## src/rtl/jt900h_pkg.sv

```systemverilog
// jt900h_pkg: shared FSM state encoding, operand length codes and width-fit helper
package jt900h_pkg;

    typedef enum logic [2:0] {ST_IDLE, ST_START, ST_WAIT, ST_FIX, ST_DONE} st_t;

    localparam logic [1:0] LEN_BYTE = 2'd0;
    localparam logic [1:0] LEN_WORD = 2'd1;

    // Byte results live in the low byte with the upper byte cleared
    function automatic logic [15:0] fit(input logic [15:0] x, input logic bw);
        return bw ? {8'd0, x[7:0]} : x;
    endfunction

endpackage

```

## src/rtl/jt900h_divsgn_abs.sv

```systemverilog
// jt900h_divsgn_abs: width-parametric conditional two's-complement negate
module jt900h_divsgn_abs #(
    parameter int W = 16
) (
    input  logic [W-1:0] a,
    input  logic         neg,
    output logic [W-1:0] y
);

    assign y = neg ? -a : a;

endmodule

```

## src/rtl/jt900h_divsgn.sv

```systemverilog
// jt900h_divsgn: DIV/DIVS sequencer around an external unsigned divider.
// Signed (DIVS) support is compiled in only when JT900H_DIVS_EN is defined.
module jt900h_divsgn
    import jt900h_pkg::*;
(
    input  logic        clk,
    input  logic        rst,
    input  logic        cen,
    input  logic        req,
    input  logic        sgn,
    input  logic [1:0]  len,
    input  logic [15:0] dvd,
    input  logic [15:0] dvs,
    output logic [15:0] div_op0,
    output logic [15:0] div_op1,
    output logic [1:0]  div_len,
    output logic        div_start,
    input  logic [15:0] div_quot,
    input  logic [15:0] div_rem,
    input  logic        div_busy,
    output logic [15:0] quot,
    output logic [15:0] rem,
    output logic        v,
    output logic        done,
    output logic        busy
);

    st_t         st_q, st_d;
    logic [15:0] op0_q, op0_d, op1_q, op1_d, dvd_q, dvd_d, quot_q, quot_d, rem_q, rem_d;
    logic [1:0]  len_q, len_d;
    logic        v_q, v_d, z_q, z_d, seen_q, seen_d, sg_q, sg_d, nq_q, nq_d, nr_q, nr_d;

    logic        byte_in, zero_in, bw, sg_in, nq_in, nr_in;
    logic [15:0] dvs_w, dvd_mag, dvs_neg, q_fix, r_fix, lim;

    assign byte_in = len == LEN_BYTE;
    assign dvs_w   = fit(dvs, byte_in);
    // Reserved lengths share the divide-by-zero path so the divider never sees them
    assign zero_in = (len != LEN_BYTE && len != LEN_WORD) || dvs_w == 16'd0;
    assign bw      = len_q == LEN_BYTE;

`ifdef JT900H_DIVS_EN
    logic sd, ss;
    assign sg_in = sgn;
    assign sd    = sgn & dvd[15];
    assign ss    = sgn & (byte_in ? dvs[7] : dvs[15]);
    assign nq_in = sd ^ ss;
    assign nr_in = sd;
    jt900h_divsgn_abs #(.W(16)) u_dvd  (.a(dvd),      .neg(sd),   .y(dvd_mag));
    jt900h_divsgn_abs #(.W(16)) u_dvs  (.a(dvs_w),    .neg(ss),   .y(dvs_neg));
    jt900h_divsgn_abs #(.W(16)) u_quot (.a(div_quot), .neg(nq_q), .y(q_fix));
    jt900h_divsgn_abs #(.W(16)) u_rem  (.a(div_rem),  .neg(nr_q), .y(r_fix));
`else
    logic [1:0] unused_sgn;
    assign unused_sgn = {sgn, nr_q};
    assign sg_in   = 1'b0;
    assign nq_in   = 1'b0;
    assign nr_in   = 1'b0;
    assign dvd_mag = dvd;
    assign dvs_neg = dvs_w;
    assign q_fix   = div_quot;
    assign r_fix   = div_rem;
`endif

    // Largest quotient magnitude representable in the result width
    assign lim = bw ? (nq_q ? 16'd128 : sg_q ? 16'd127 : 16'd255)
                    : (nq_q ? 16'h8000 : sg_q ? 16'h7FFF : 16'hFFFF);

    always_comb begin
        st_d   = st_q;
        op0_d  = op0_q;
        op1_d  = op1_q;
        dvd_d  = dvd_q;
        quot_d = quot_q;
        rem_d  = rem_q;
        len_d  = len_q;
        v_d    = v_q;
        z_d    = z_q;
        seen_d = seen_q;
        sg_d   = sg_q;
        nq_d   = nq_q;
        nr_d   = nr_q;
        case (st_q)
            ST_IDLE: if (req) begin
                op0_d  = dvd_mag;
                op1_d  = fit(dvs_neg, byte_in);
                dvd_d  = dvd;
                len_d  = len;
                z_d    = zero_in;
                sg_d   = sg_in;
                nq_d   = nq_in;
                nr_d   = nr_in;
                seen_d = 1'b0;
                st_d   = zero_in ? ST_FIX : ST_START;
            end
            ST_START: st_d = ST_WAIT;
            ST_WAIT: begin
                seen_d = seen_q | div_busy;
                st_d   = (seen_q && !div_busy) ? ST_FIX : ST_WAIT;
            end
            ST_FIX: begin
                quot_d = fit(z_q ? 16'hFFFF : q_fix, bw);
                rem_d  = fit(z_q ? dvd_q : r_fix, bw);
                v_d    = z_q || div_quot > lim;
                st_d   = ST_DONE;
            end
            default: st_d = ST_IDLE;
        endcase
    end

    always_ff @(posedge clk) begin
        if (!rst) begin
            st_q   <= ST_IDLE;
            op0_q  <= '0;
            op1_q  <= '0;
            dvd_q  <= '0;
            quot_q <= '0;
            rem_q  <= '0;
            len_q  <= '0;
            v_q    <= 1'b0;
            z_q    <= 1'b0;
            seen_q <= 1'b0;
            sg_q   <= 1'b0;
            nq_q   <= 1'b0;
            nr_q   <= 1'b0;
        end else if (cen) begin
            st_q   <= st_d;
            op0_q  <= op0_d;
            op1_q  <= op1_d;
            dvd_q  <= dvd_d;
            quot_q <= quot_d;
            rem_q  <= rem_d;
            len_q  <= len_d;
            v_q    <= v_d;
            z_q    <= z_d;
            seen_q <= seen_d;
            sg_q   <= sg_d;
            nq_q   <= nq_d;
            nr_q   <= nr_d;
        end
    end

    assign div_op0   = op0_q;
    assign div_op1   = op1_q;
    assign div_len   = len_q;
    assign div_start = st_q == ST_START;
    assign quot      = quot_q;
    assign rem       = rem_q;
    assign v         = v_q;
    assign done      = st_q == ST_DONE;
    assign busy      = st_q != ST_IDLE;

endmodule

```

## config.mk

```make
export PLATFORM = sky130hd
export DESIGN_NAME = jt900h_divsgn
export DESIGN_NICKNAME = d
export VERILOG_FILES = /design/src/rtl/jt900h_pkg.sv /design/src/rtl/jt900h_divsgn_abs.sv /design/src/rtl/jt900h_divsgn.sv
export SDC_FILE = /design/constraint.sdc
export NUM_CORES = 1
export LEC_CHECK = 0
export CAP_MARGIN = 10
export CORE_ASPECT_RATIO = 2
export CORE_UTILIZATION = 37
export CTS_CLUSTER_DIAMETER = 60
export CTS_CLUSTER_SIZE = 10
export DETAILED_ROUTE_END_ITERATION = 6
export PLACE_DENSITY = 0.76
export SYNTH_ARGS = -nofsm -noshare
export SYNTH_HDL_FRONTEND = slang
export SYNTH_SLANG_ARGS = --single-unit
```

## constraint.sdc

```tcl
create_clock -name clk -period 2 [get_ports clk]
set_input_delay 0.3 -clock clk [delete_from_list [all_inputs] [get_ports clk]]
set_output_delay 0.3 -clock clk [all_outputs]
set_load 0.02 [all_outputs]
```

**Met4 routing**

Scale bar: 20 µm.
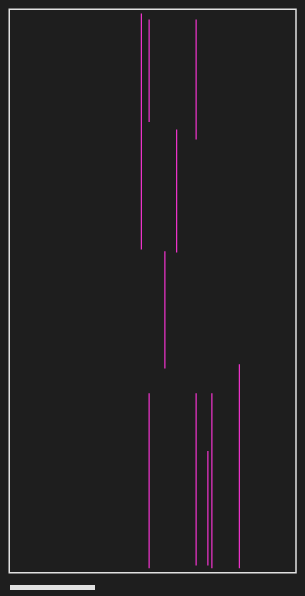
wire length on this layer = 358 µm
main direction = vertical
share of all routed wire = 3.8%
nets with wire on the layer = 9
longest straight run = 55.1 µm
via count: 3150
Total Wirelength: 9.37 mm

**Clock routing**

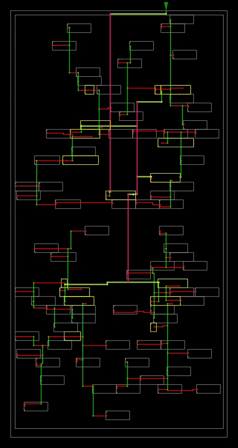
Latency at later pin: 0.32 ns
CTS Sinks: 72
Clk. pwr: 1700 µW

**Clock wires, drivers and flops**

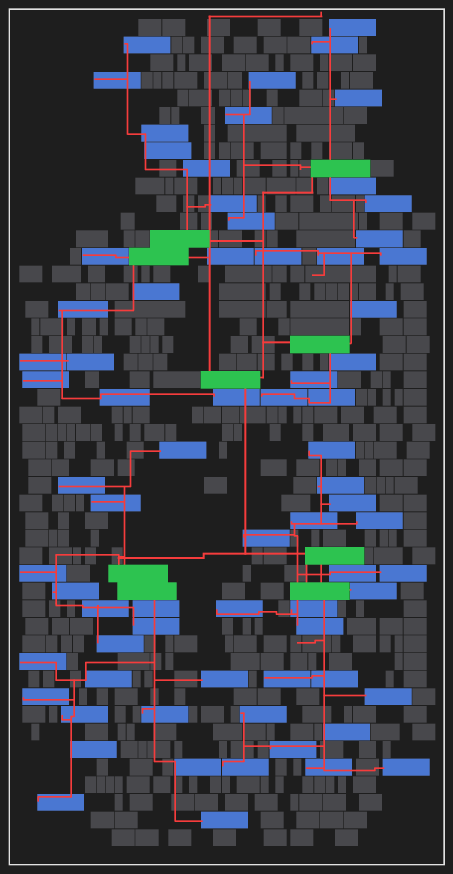
clock wires -> red  # length 893 µm
flip-flops -> blue  # count 72
clock drivers -> green  # count 9
flops lie = widely spread
Clock Power Share: 44.4%
Max Clock Skew: 0.00537 ns

==> GITHUB_STEP_SUMMARY <==
## Synthesis and layout report

| Metric | Value |
|---|---|
| Status | `complete, no violations` |
| Period minus WS final | `1.93 ns` |
| Leak | `roughly 0.0018 µW` |
| Worst R2R Start | `div_len[1]` |
| Cell area after layout | `5060 µm²` |
| Fmax | `518 MHz` |
| CTS tree | `yes` |
| H-Tree Depth | `3` |
| Fraction of registers with async set/reset | `0%` |
| Delay-heaviest family, CP | `simple AND/OR/NAND/NOR gates` |
| R2R depth | `8` |
| Log Warnings | `28` |
| R2R Setup Slk | `0.07 ns` |
| CP peak stage delay | `between 0.5 and 0.6 ns` |
| Tightest Hold Check Type | `register to register` |
| Layout net count | `a little under 600` |
| Post-DRT Antenna Nets | `0` |
| Worst Hold End | `rem[13]` |
| Fin. Hold Viols | `0` |
| First-pass GRT wire length | `about 15 mm` |
| Routed WL per cell | `around 15 µm` |
| DR vias/cell | `between 5 and 6` |
| Worst VDD drop | `0.934 mV` |
| Most instantiated logic cells after routing | `clkdlybuf4s50_1 (137), dfxtp_1 (69), nand2_1 (66)` |
| RD Place Congestion | `a little over 0.8` |
| Maximum number of pins on one net before global-route repair | `38` |
| Slew @ Worst Pin | `roughly 0.38 ns` |
| Core Area | `8230 µm²` |
| Warnings, synthesis | `0` |
| Final setup fails | `0` |
| Chip area in the Yosys report | `around 3100 µm²` |
| GRT Total Usage | `between 20% and 30%` |
| RSZ-0062 raised after global routing | `true` |
| Max_cap viols | `0` |
| Worst Path Buf+Inv | `2` |
| Proportion of layout cells with a drive suffix above 1 | `about 13%` |
| Yosys reg bits | `72` |
| Die footprint | `~9000 µm²` |
| Vias in the first global route | `roughly 3.1k` |
| Register share after synthesis | `around 46%` |
| Fin worst setup slack | `0.0679 ns` |
| Dominant logic cell type in the layout | `clkdlybuf4s50_1` |
| Critical Path End Type | `register` |
| Crit path max fanout | `8` |
| Worst path required time | `approximately 2.2 ns` |
| Cells in synth_stat.txt | `~370` |
| Final core utilization | `61.5%` |
| Fin cells | `608` |
| DRC Markers | `0` |
| Clock slew at reported path FFs | `about 0.050 ns` |
| Hold_sp | `rem[13]` |
| DIE WIDTH | `roughly 67 µm` |
| Area grow syn2layout | `62.1%` |
| Avg Inst Size Synth | `8.53 µm²` |
| Cells after Synth | `between 300 and 400` |
| CTS Buf Count | `9` |
| Pre-CTS setup slack | `-0.108 ns` |
| FILL cells | `about 740` |
| Reg-to-reg endpoint | `v` |
| # IOs | `142` |
| Final worst-path cycle share | `between 90 and 100%` |
| Mapped Area | `around 3100 µm²` |
| Max Slew Vio Count | `0` |
==> worst register-to-register path, cell delays in order, from the launching register on <==
cell and delay (ns):
dfxtp_2 0.32, or2_4 0.13, clkinvlp_4 0.09, buf_12 0.16, ha_4 0.27, nand4_1 0.09
or4_4 0.52, nor3_2 0.14, a311oi_1 0.08
==> how the worst max path moves through the flow <==
stage,startpoint,cells past startpoint,end,slack [ns]
2_1_floorplan,div_len[1],7,v,0.03
3_3_place_gp,div_quot[13],6,v,0.003
3_5_place_dp,div_quot[15],6,v,-0.11
4_1_cts,st_q[1],2,busy,0.01
5_1_grt,div_len[0],8,v,-0.02
6_report,div_len[1],8,v,0.07
==> synthesized netlist by cell type, drive strengths merged, types with 2 or more instances <==
| master | n | area (µm²) |
|---|---|---|
| a211oi | 14 | 145 |
| a21oi | 44 | 220 |
| and3 | 2 | 12.5 |
| buf | 18 | 145 |
| clkbuf | 10 | 37.5 |
| dfxtp | 72 | 1440 |
| ha | 8 | 100 |
| inv | 3 | 11.3 |
| mux2 | 3 | 33.8 |
| mux2i | 13 | 130 |
| nand2 | 66 | 248 |
| nand2b | 2 | 12.5 |
| nand3 | 13 | 65.1 |
| nand4 | 5 | 31.3 |
| nor2 | 32 | 120 |
| nor2b | 4 | 32.5 |
| nor3 | 35 | 190 |
| o21ai | 7 | 38.8 |
| or2 | 2 | 12.5 |
| or3 | 2 | 12.5 |
| or4 | 5 | 37.5 |
==> sequential cells by signal, indices dropped and copies added, names as in the netlist <==
signal,count
z_q,1
dvd_q,16
v,1
seen_q,1
quot,16
div_op1,16
div_len,2
st_q,3
rem,16
==> cells by family after synthesis <==
family                   count (synthesis)  synth area share [%]
AND/OR/NAND/NOR                        170                  25.3
flip-flops                              72                  46.2
AND-OR/OR-AND                           69                  13.9
buffers and inverters                   31                  6.21
multiplexers                            16                  5.25
adder cells (fa/ha/maj)                  8                  3.21
==> timing repair <==
| action | CTS | global route |
|---|---|---|
| setup buffers | 1 | 0 |
| pin swaps | 3 | 0 |
| endpoints found under the setup margin | 2 | 3 |
| resized | 10 | 7 |
==> stage by stage <==
stage                     setup TNS, ns  total power (µW)
after detailed placement         -0.108              2120
final                                 0              3840
after global routing            -0.0158              3990
after CTS                             0              3870
after floorplan                       0              1820
after global placement                0              2110
==> per-layer routing <==
layer	up-vias	wire [µm]	GRT usage (%)
met3	22	432	3.72
li1	1546	-	-
met1	1475	3530	23.4
met5	-	0	0
met4	0	358	11.8
met2	107	5040	38.8
==> layout make-up <==
cell class / instances / area, µm² / share of cell area, %
clock inverter: 6 / 82.6 / 1.63
multi-input combinational: 263 / 1590 / 31.3
clock buffer: 10 / 239 / 4.72
tap: 98 / 123 / 2.42
inverter: 3 / 15.0 / 0.297
sequential: 72 / 1450 / 28.6
antenna: 1 / 2.50 / 0.0494
timing repair buffer: 155 / 1570 / 31.0
==> power by group <==
part,leakage [µW],internal (µW),total (µW),switching (µW)
registers,0.000585,1480,1510,31.7
clock network,0.000158,1120,1700,586
logic,0.00103,326,621,294
Power figures rest on the tool's default switching activity, not on a simulated workload.
